<file path="src/rtl/pulse_clkgen_pkg.sv">
// Shared types and defaults for the fractional clock-enable generator.
// Default ratio 5/8 turns the 16 MHz fabric clock into a 10 MHz enable rate.
package pulse_clkgen_pkg;

    localparam int unsigned ACC_W_DEFAULT  = 16;
    localparam int unsigned INC_16M_TO_10M = 5;
    localparam int unsigned MOD_16M_TO_10M = 8;

    // Widest channel index (16 channels) and widest supported ratio operand.
    localparam int unsigned CH_IDX_W    = 4;
    localparam int unsigned RATIO_MAX_W = 32;

    typedef logic [CH_IDX_W-1:0]    ch_idx_t;
    typedef logic [RATIO_MAX_W-1:0] ratio_t;

    typedef struct packed {
        ch_idx_t ch;
        ratio_t  inc;
        ratio_t  mod;
    } cfg_req_t;

    // A request is usable only with a non-zero modulus, INC <= MOD and an existing channel.
    function automatic logic cfg_is_valid(input cfg_req_t req, input int unsigned num_ch);
        return (req.mod != '0) && (req.inc <= req.mod) && (32'(req.ch) < num_ch);
    endfunction

endpackage

</file>
<file path="src/rtl/phase_accumulator_channel.sv">
// One rational-ratio enable channel: phase accumulator, shadow ratio with
// tick-aligned apply, lock counter and optional divide-by-two square output.
// Optional feature macro: PULSE_CLKGEN_SQUARE_OUT_EN (adds o_square).
module phase_accumulator_channel
    import pulse_clkgen_pkg::*;
#(
    parameter int unsigned ACC_W       = ACC_W_DEFAULT,
    parameter int unsigned DEFAULT_INC = INC_16M_TO_10M,
    parameter int unsigned DEFAULT_MOD = MOD_16M_TO_10M,
    parameter int unsigned LOCK_TICKS  = 4
)(
    input  logic             i_clk,
    input  logic             i_rst_n,
    input  logic             i_load,
    input  logic [ACC_W-1:0] i_inc,
    input  logic [ACC_W-1:0] i_mod,
`ifdef PULSE_CLKGEN_SQUARE_OUT_EN
    output logic             o_square,
`endif
    output logic             o_tick,
    output logic             o_locked,
    output logic             o_pending
);

    localparam int unsigned CNT_W = (LOCK_TICKS > 0) ? $clog2(LOCK_TICKS + 1) : 1;

    logic [ACC_W-1:0] r_acc;
    logic [ACC_W-1:0] r_inc;
    logic [ACC_W-1:0] r_mod;
    logic [ACC_W-1:0] r_sh_inc;
    logic [ACC_W-1:0] r_sh_mod;
    logic             r_pending;
    logic [CNT_W-1:0] r_lock_cnt;
    logic             r_tick;
    logic             r_locked;

    logic [ACC_W:0]   w_sum;
    logic             w_hit;
    logic             w_apply;

    assign w_sum = {1'b0, r_acc} + {1'b0, r_inc};
    assign w_hit = (w_sum >= {1'b0, r_mod});
    // A disabled channel never ticks, so its shadow is taken on the next edge instead.
    assign w_apply = r_pending && (w_hit || (r_inc == '0));

    // Phase accumulator and active ratio; restart from zero when a new ratio is applied.
    always_ff @(posedge i_clk or negedge i_rst_n) begin
        if (!i_rst_n) begin
            r_acc <= '0;
            r_inc <= ACC_W'(DEFAULT_INC);
            r_mod <= ACC_W'(DEFAULT_MOD);
        end else if (w_apply) begin
            r_acc <= '0;
            r_inc <= r_sh_inc;
            r_mod <= r_sh_mod;
        end else if (w_hit) begin
            r_acc <= w_sum[ACC_W-1:0] - r_mod;
        end else begin
            r_acc <= w_sum[ACC_W-1:0];
        end
    end

    // Shadow ratio and pending flag; a load never coincides with an apply since the port is busy while pending.
    always_ff @(posedge i_clk or negedge i_rst_n) begin
        if (!i_rst_n) begin
            r_sh_inc  <= '0;
            r_sh_mod  <= '0;
            r_pending <= 1'b0;
        end else if (i_load) begin
            r_sh_inc  <= i_inc;
            r_sh_mod  <= i_mod;
            r_pending <= 1'b1;
        end else if (w_apply) begin
            r_pending <= 1'b0;
        end
    end

    // Registered strobe; the apply-edge tick still belongs to the old ratio.
    always_ff @(posedge i_clk or negedge i_rst_n) begin
        if (!i_rst_n) begin
            r_tick <= 1'b0;
        end else begin
            r_tick <= w_hit;
        end
    end

    // Lock counter saturates at LOCK_TICKS; lock is reported one edge after the count is reached.
    always_ff @(posedge i_clk or negedge i_rst_n) begin
        if (!i_rst_n) begin
            r_lock_cnt <= '0;
            r_locked   <= 1'b0;
        end else if (w_apply) begin
            r_lock_cnt <= '0;
            r_locked   <= 1'b0;
        end else begin
            if (w_hit && (r_lock_cnt != CNT_W'(LOCK_TICKS))) begin
                r_lock_cnt <= r_lock_cnt + 1'b1;
            end
            r_locked <= (r_lock_cnt == CNT_W'(LOCK_TICKS)) && (r_inc != '0);
        end
    end

`ifdef PULSE_CLKGEN_SQUARE_OUT_EN
    logic r_square;

    // Divide-by-two of the tick stream, restarted low on every apply.
    always_ff @(posedge i_clk or negedge i_rst_n) begin
        if (!i_rst_n) begin
            r_square <= 1'b0;
        end else if (w_apply) begin
            r_square <= 1'b0;
        end else if (w_hit) begin
            r_square <= ~r_square;
        end
    end

    assign o_square = r_square;
`endif

    assign o_tick    = r_tick;
    assign o_locked  = r_locked;
    assign o_pending = r_pending;

endmodule

</file>
<file path="src/rtl/fractional_clock_enable_generator.sv">
// NUM_CH independent f_in*INC/MOD clock-enable strobes with a shared
// valid/ready configuration port, error pulse and per-channel lock.
// Optional feature macro: PULSE_CLKGEN_SQUARE_OUT_EN (adds CLK_Square_Output).
module fractional_clock_enable_generator
    import pulse_clkgen_pkg::*;
#(
    parameter  int unsigned NUM_CH      = 4,
    parameter  int unsigned ACC_W       = ACC_W_DEFAULT,
    parameter  int unsigned DEFAULT_INC = INC_16M_TO_10M,
    parameter  int unsigned DEFAULT_MOD = MOD_16M_TO_10M,
    parameter  int unsigned LOCK_TICKS  = 4,
    localparam int unsigned CH_W        = (NUM_CH > 1) ? $clog2(NUM_CH) : 1
)(
    input  logic              CLK_Input,
    input  logic              RESETN_Input,
    input  logic              CFG_Valid_Input,
    output logic              CFG_Ready_Output,
    input  logic [CH_W-1:0]   CFG_Channel_Input,
    input  logic [ACC_W-1:0]  CFG_Inc_Input,
    input  logic [ACC_W-1:0]  CFG_Mod_Input,
    output logic              CFG_Error_Output,
`ifdef PULSE_CLKGEN_SQUARE_OUT_EN
    output logic [NUM_CH-1:0] CLK_Square_Output,
`endif
    output logic [NUM_CH-1:0] Tick_Output,
    output logic [NUM_CH-1:0] Locked_Output
);

    localparam int unsigned PAD_W = 1 << CH_W;

    cfg_req_t          w_req;
    logic              w_req_ok;
    logic              w_accept;
    logic [NUM_CH-1:0] w_pending;
    logic [NUM_CH-1:0] w_load;
    logic [PAD_W-1:0]  w_pend_pad;
    logic              r_cfg_err;

    // Widen the request into the package struct so validation is width-independent.
    always_comb begin
        w_req     = '0;
        w_req.ch  = ch_idx_t'(CFG_Channel_Input);
        w_req.inc = ratio_t'(CFG_Inc_Input);
        w_req.mod = ratio_t'(CFG_Mod_Input);
    end

    assign w_req_ok = cfg_is_valid(w_req, NUM_CH);

    // Non-existent channel indices read as not pending, so such requests are consumed and flagged.
    assign w_pend_pad       = PAD_W'(w_pending);
    assign CFG_Ready_Output = ~w_pend_pad[CFG_Channel_Input];
    assign w_accept         = CFG_Valid_Input && CFG_Ready_Output;

    // One-cycle error pulse for a consumed but unusable request.
    always_ff @(posedge CLK_Input or negedge RESETN_Input) begin
        if (!RESETN_Input) begin
            r_cfg_err <= 1'b0;
        end else begin
            r_cfg_err <= w_accept && !w_req_ok;
        end
    end

    assign CFG_Error_Output = r_cfg_err;

    for (genvar g = 0; g < NUM_CH; g++) begin : g_ch
        assign w_load[g] = w_accept && w_req_ok && (CFG_Channel_Input == CH_W'(g));

        phase_accumulator_channel #(
            .ACC_W       (ACC_W),
            .DEFAULT_INC (DEFAULT_INC),
            .DEFAULT_MOD (DEFAULT_MOD),
            .LOCK_TICKS  (LOCK_TICKS)
        ) u_ch (
            .i_clk     (CLK_Input),
            .i_rst_n   (RESETN_Input),
            .i_load    (w_load[g]),
            .i_inc     (CFG_Inc_Input),
            .i_mod     (CFG_Mod_Input),
`ifdef PULSE_CLKGEN_SQUARE_OUT_EN
            .o_square  (CLK_Square_Output[g]),
`endif
            .o_tick    (Tick_Output[g]),
            .o_locked  (Locked_Output[g]),
            .o_pending (w_pending[g])
        );
    end

endmodule

</file>
<file path="config.mk">
export PLATFORM = sky130hd
export DESIGN_NAME = fractional_clock_enable_generator
export DESIGN_NICKNAME = d
export VERILOG_FILES = /design/src/rtl/pulse_clkgen_pkg.sv /design/src/rtl/phase_accumulator_channel.sv /design/src/rtl/fractional_clock_enable_generator.sv
export SDC_FILE = /design/constraint.sdc
export NUM_CORES = 1
export LEC_CHECK = 0
export CAP_MARGIN = 20
export CORE_UTILIZATION = 35
export DETAILED_ROUTE_END_ITERATION = 6
export PLACE_DENSITY = 0.6
export SLEW_MARGIN = 15
export SYNTH_ARGS = -nofsm -noshare
export SYNTH_HDL_FRONTEND = slang
export SYNTH_HIERARCHICAL = 1
export SYNTH_SLANG_ARGS = --single-unit
</file>
<file path="constraint.sdc">
create_clock -name CLK_Input -period 13.05 [get_ports CLK_Input]
set_clock_uncertainty 0.2 [all_clocks]
set_input_delay 1.305 -clock CLK_Input [delete_from_list [all_inputs] [get_ports CLK_Input]]
set_output_delay 1.305 -clock CLK_Input [all_outputs]
set_load 0.03 [all_outputs]
</file>
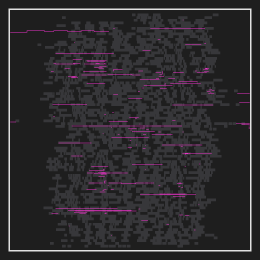
Fig. 1. M3 wires.
Drawn at 1 px/um.
- main direction: horizontal
- wire length on this layer: 1770 um
- share of all routed wire: 3.6%

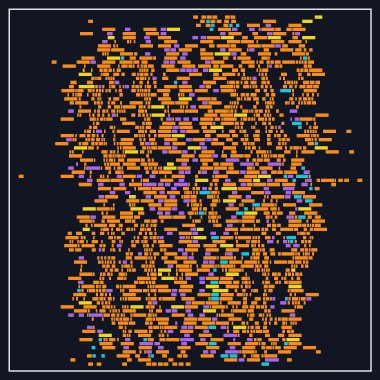
Fig. 2. Cell sizes after repair.
Drawn at 1.5 px/um.
- drive 2: purple (cells 216; share 11%; most used mux2_2)
- drive 3 to 4: cyan (cells 48; share 2.5%; most used buf_4)
- drive 1 or less: orange (cells 1642; share 84%; most used dfrtp_1)
- drive 6 and up: yellow (cells 53; share 2.7%; most used clkbuf_16)

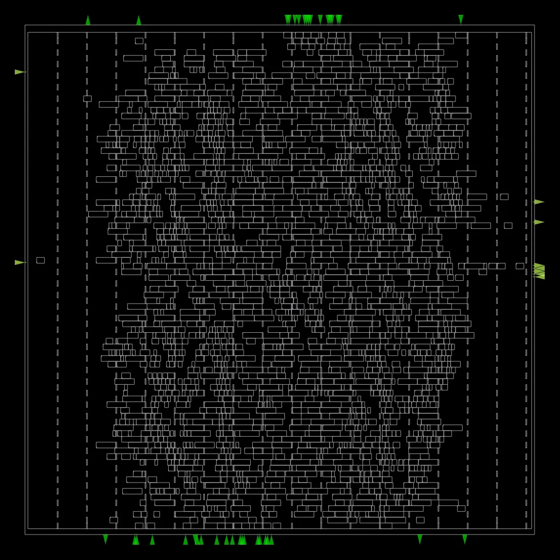
Fig. 3. Cell outlines without signal wires.
Seq area share: 38.5%
# fillers: 5325
n_taps: 748
Core Rows: 86
flop count: 345

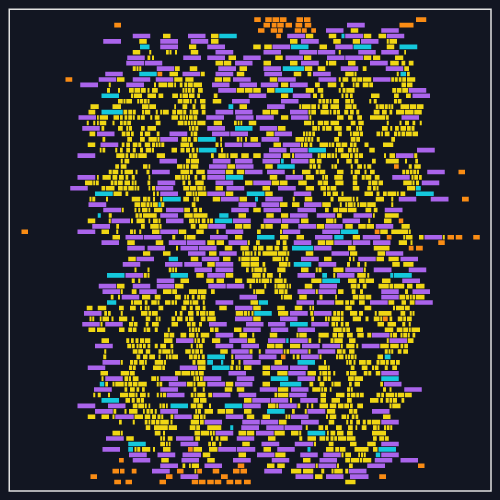
Fig. 4. Cell classes on the final placement.
Drawn at 2 px/um.
- all other logic: yellow (cells 1481)
- flip-flops: purple (cells 345)
- other buffers and delay cells: orange (cells 65)
- clock drivers and dummy loads: cyan (cells 68)

==> qor.yml <==
cells_and_area:
  final-clk-cell-share_pct: 5.77
  seq_area_um2: 8650
  inverters: 136
  drive_above_1_share_pct: 16.2
  final_nets: 2128
  final_cell_mix: "dfrtp_1, mux2_2, ha_1, nand2_1, inv_1"
  stdcell_count: 2708
  nNonClkBuffers: 65
  syn2layout_area_growth_pct: 13.2
  sh_comb_area_pct: 46.5
  comb_cells: 1345
  layout_top_cell: "dfrtp_1"
  comb_area_um2: 10400
  buf_share_pct: 2.76
  largest_cell_class: "combinational gates"
  clock_buffers: 48
  diodes: 1
routing:
  wl_met2_um: 23000
  drc_errors: 0
  met3_wirelength_um: 1770
  wl_per_cell_um: 17.9
  viasPerCell: 5.22
  drt_wl_total_um: 48500
  drtIter0Drc: 824
  topRoutingLayerUsed: "met4"
  final_antenna_net_count: 0
  wirelength_met1_um: 22200
  drt_first_pass_iters: 5
  vias: 14100
synthesis:
  edf_count: 0
  top_cells_by_area: "dfrtp_1, ha_1, mux2_2, a21oi_1, nand2_1"
  async_reset_ff_share_pct: 100
  yosysMostFrequentCell: "dfrtp_1"
  synthFlopType: "dfrtp_1"
  yosys.area.top_type: "dfrtp_1"
  syn_area_per_cell_um2: 10.6
  common_cells: "dfrtp_1, mux2_2, ha_1"
  top_area_share_pct: 42.0
  yosys-stat-cells: 1878
  synth_flop_count: 345
  synthesis.area_um2: 19800
  syn-instance-count: 1878
  yosysChipArea_um2: 19800
  ys_seq_share_pct: 43.6
  yosysWarnings: 6
clock_network:
  ctsLongestPathBuffers: 3
  worstSkewPairLatency_ps: 540
  clkTransAtPathRegs_ps: 60
  postCtsHoldBufs: 0
  post_cts_buffers: 0
  cts_buffers: 38
  clkSinkCount: 345
  root_buffer: "clkbuf_16"
  cts_resized: 0
  tritoncts: "built"
setup_path:
  crit_buf_inv: 2
  cp_slowest_cell: "nor4_4"
  cp_common_cell: "ha_1"
  start_kind: "flip-flop"
  r2r_setup_slack_ps: 7400
  r2r_cells: 17
  worstSetupEndpointType: "flip-flop"
  critPathMaxFanout: 24
  cp.required_ps: 13280
  critPathArrivalTime_ps: 5880
  path_class: "flip-flop to flip-flop"
  worstPathCellList: "ha_1 > inv_1 > fa_1 > nor2b_1 > o31a_1 > o21a_1 > nor2_1 > xnor2_1 > ha_1 > a21o_1 > a311o_1 > a221oi_2 > a31oi_1 > nor4_4 > inv_2 > o21ai_1 > mux2_1"
  slowest_delay_ps: 770
  critPathTopFamily: "AND-OR/OR-AND gates"
  cp.depth: 17
sta:
  finalHoldViolations: 0
  worst_slew_margin_rel_pct: 34.7
  timing.fmax_mhz: 177
  finalMaxSlewViolations: 0
  rsz0062_at_grt: "no"
  finalCriticalPeriod_ps: 5650
  setup_tns_ps: 0
  finalCritPeriodShare_pct: 43.3
  setup_viol: 0
  worst_slew_pin_slew_ps: 979
placement:
  hpwl_um: 34500
  finalWeightedCongestion: 0.845
  place_inst: 2639
  port_buffers: 46
global_routing:
  grt_overflow: 0
  grt_pass1_wl_um: 79000
  grt_max_degree: 174
  grt_pass1_vias: 14600
  antenna_found_initial: 0
  grt_util_all_layers_pct: 17.4
flow_run:
  drv_cap: 0
  log.warning_count: 36
floorplanning:
  core_area_um2: 55500
  ioPinCount: 47
  die_w_um: 240
  fp-utilization_pct: 35.7
  chip_area_um2: 57600
hold_path:
  min_delay_path_depth: 2
  hold_path_class: "flip-flop to flip-flop"
outcome:
  outcome: "finished, final reports clean"
[kinds of logic after synthesis]
kind of cell    Yosys count  share of synthesized area, %
compound gates          418                          13.7
xor+xnor                 85                          3.75
fa+ha+maj               160                          10.4
buf+inv                 188                          3.96
flops                   345                          43.6
mux                     227                          13.1
simple gates            455                          11.5
[sequential cells by signal, summed over array words and instances (netlist names)]
register	flops
g_ch.u_ch/r_sh_inc	64
g_ch.u_ch/r_acc	64
g_ch.u_ch/o_locked	4
g_ch.u_ch/o_pending	4
g_ch.u_ch/r_lock_cnt	12
g_ch.u_ch/o_tick	4
g_ch.u_ch/r_sh_mod	64
g_ch.u_ch/r_mod	64
g_ch.u_ch/r_inc	64
CFG_Error_Output	1
[per-stage QoR]
stage	instance area (um^2)	util, %	setup WS, ps	hold slack, ps
finish	22500	40.5	7400	276
global route	22500	40.5	6860	300
CTS	22500	40.5	7370	282
detailed placement	21200	38.1	7420	268
global placement	21200	38.1	7520	254
floorplan	19800	-	8650	246
[final timing paths]
check,from,endpoint
min,g_ch[2].u_ch/r_sh_mod[6],g_ch[2].u_ch/r_mod[6]
max,g_ch[0].u_ch/r_inc[0],g_ch[0].u_ch/r_mod[0]
max reg2reg,g_ch[0].u_ch/r_inc[0],g_ch[0].u_ch/r_mod[0]
min reg2reg,g_ch[2].u_ch/r_sh_mod[6],g_ch[2].u_ch/r_mod[6]
min in group asynchronous,RESETN_Input,g_ch[0].u_ch/r_sh_inc[13]
max in group asynchronous,RESETN_Input,g_ch[2].u_ch/r_sh_inc[1]
[per-layer routing]
metal	global-route usage, %	vias to the layer above
met4	6.06	0
met1	22.8	6963
met3	2.40	80
li1	-	6844
met2	29.3	244
met5	0	-
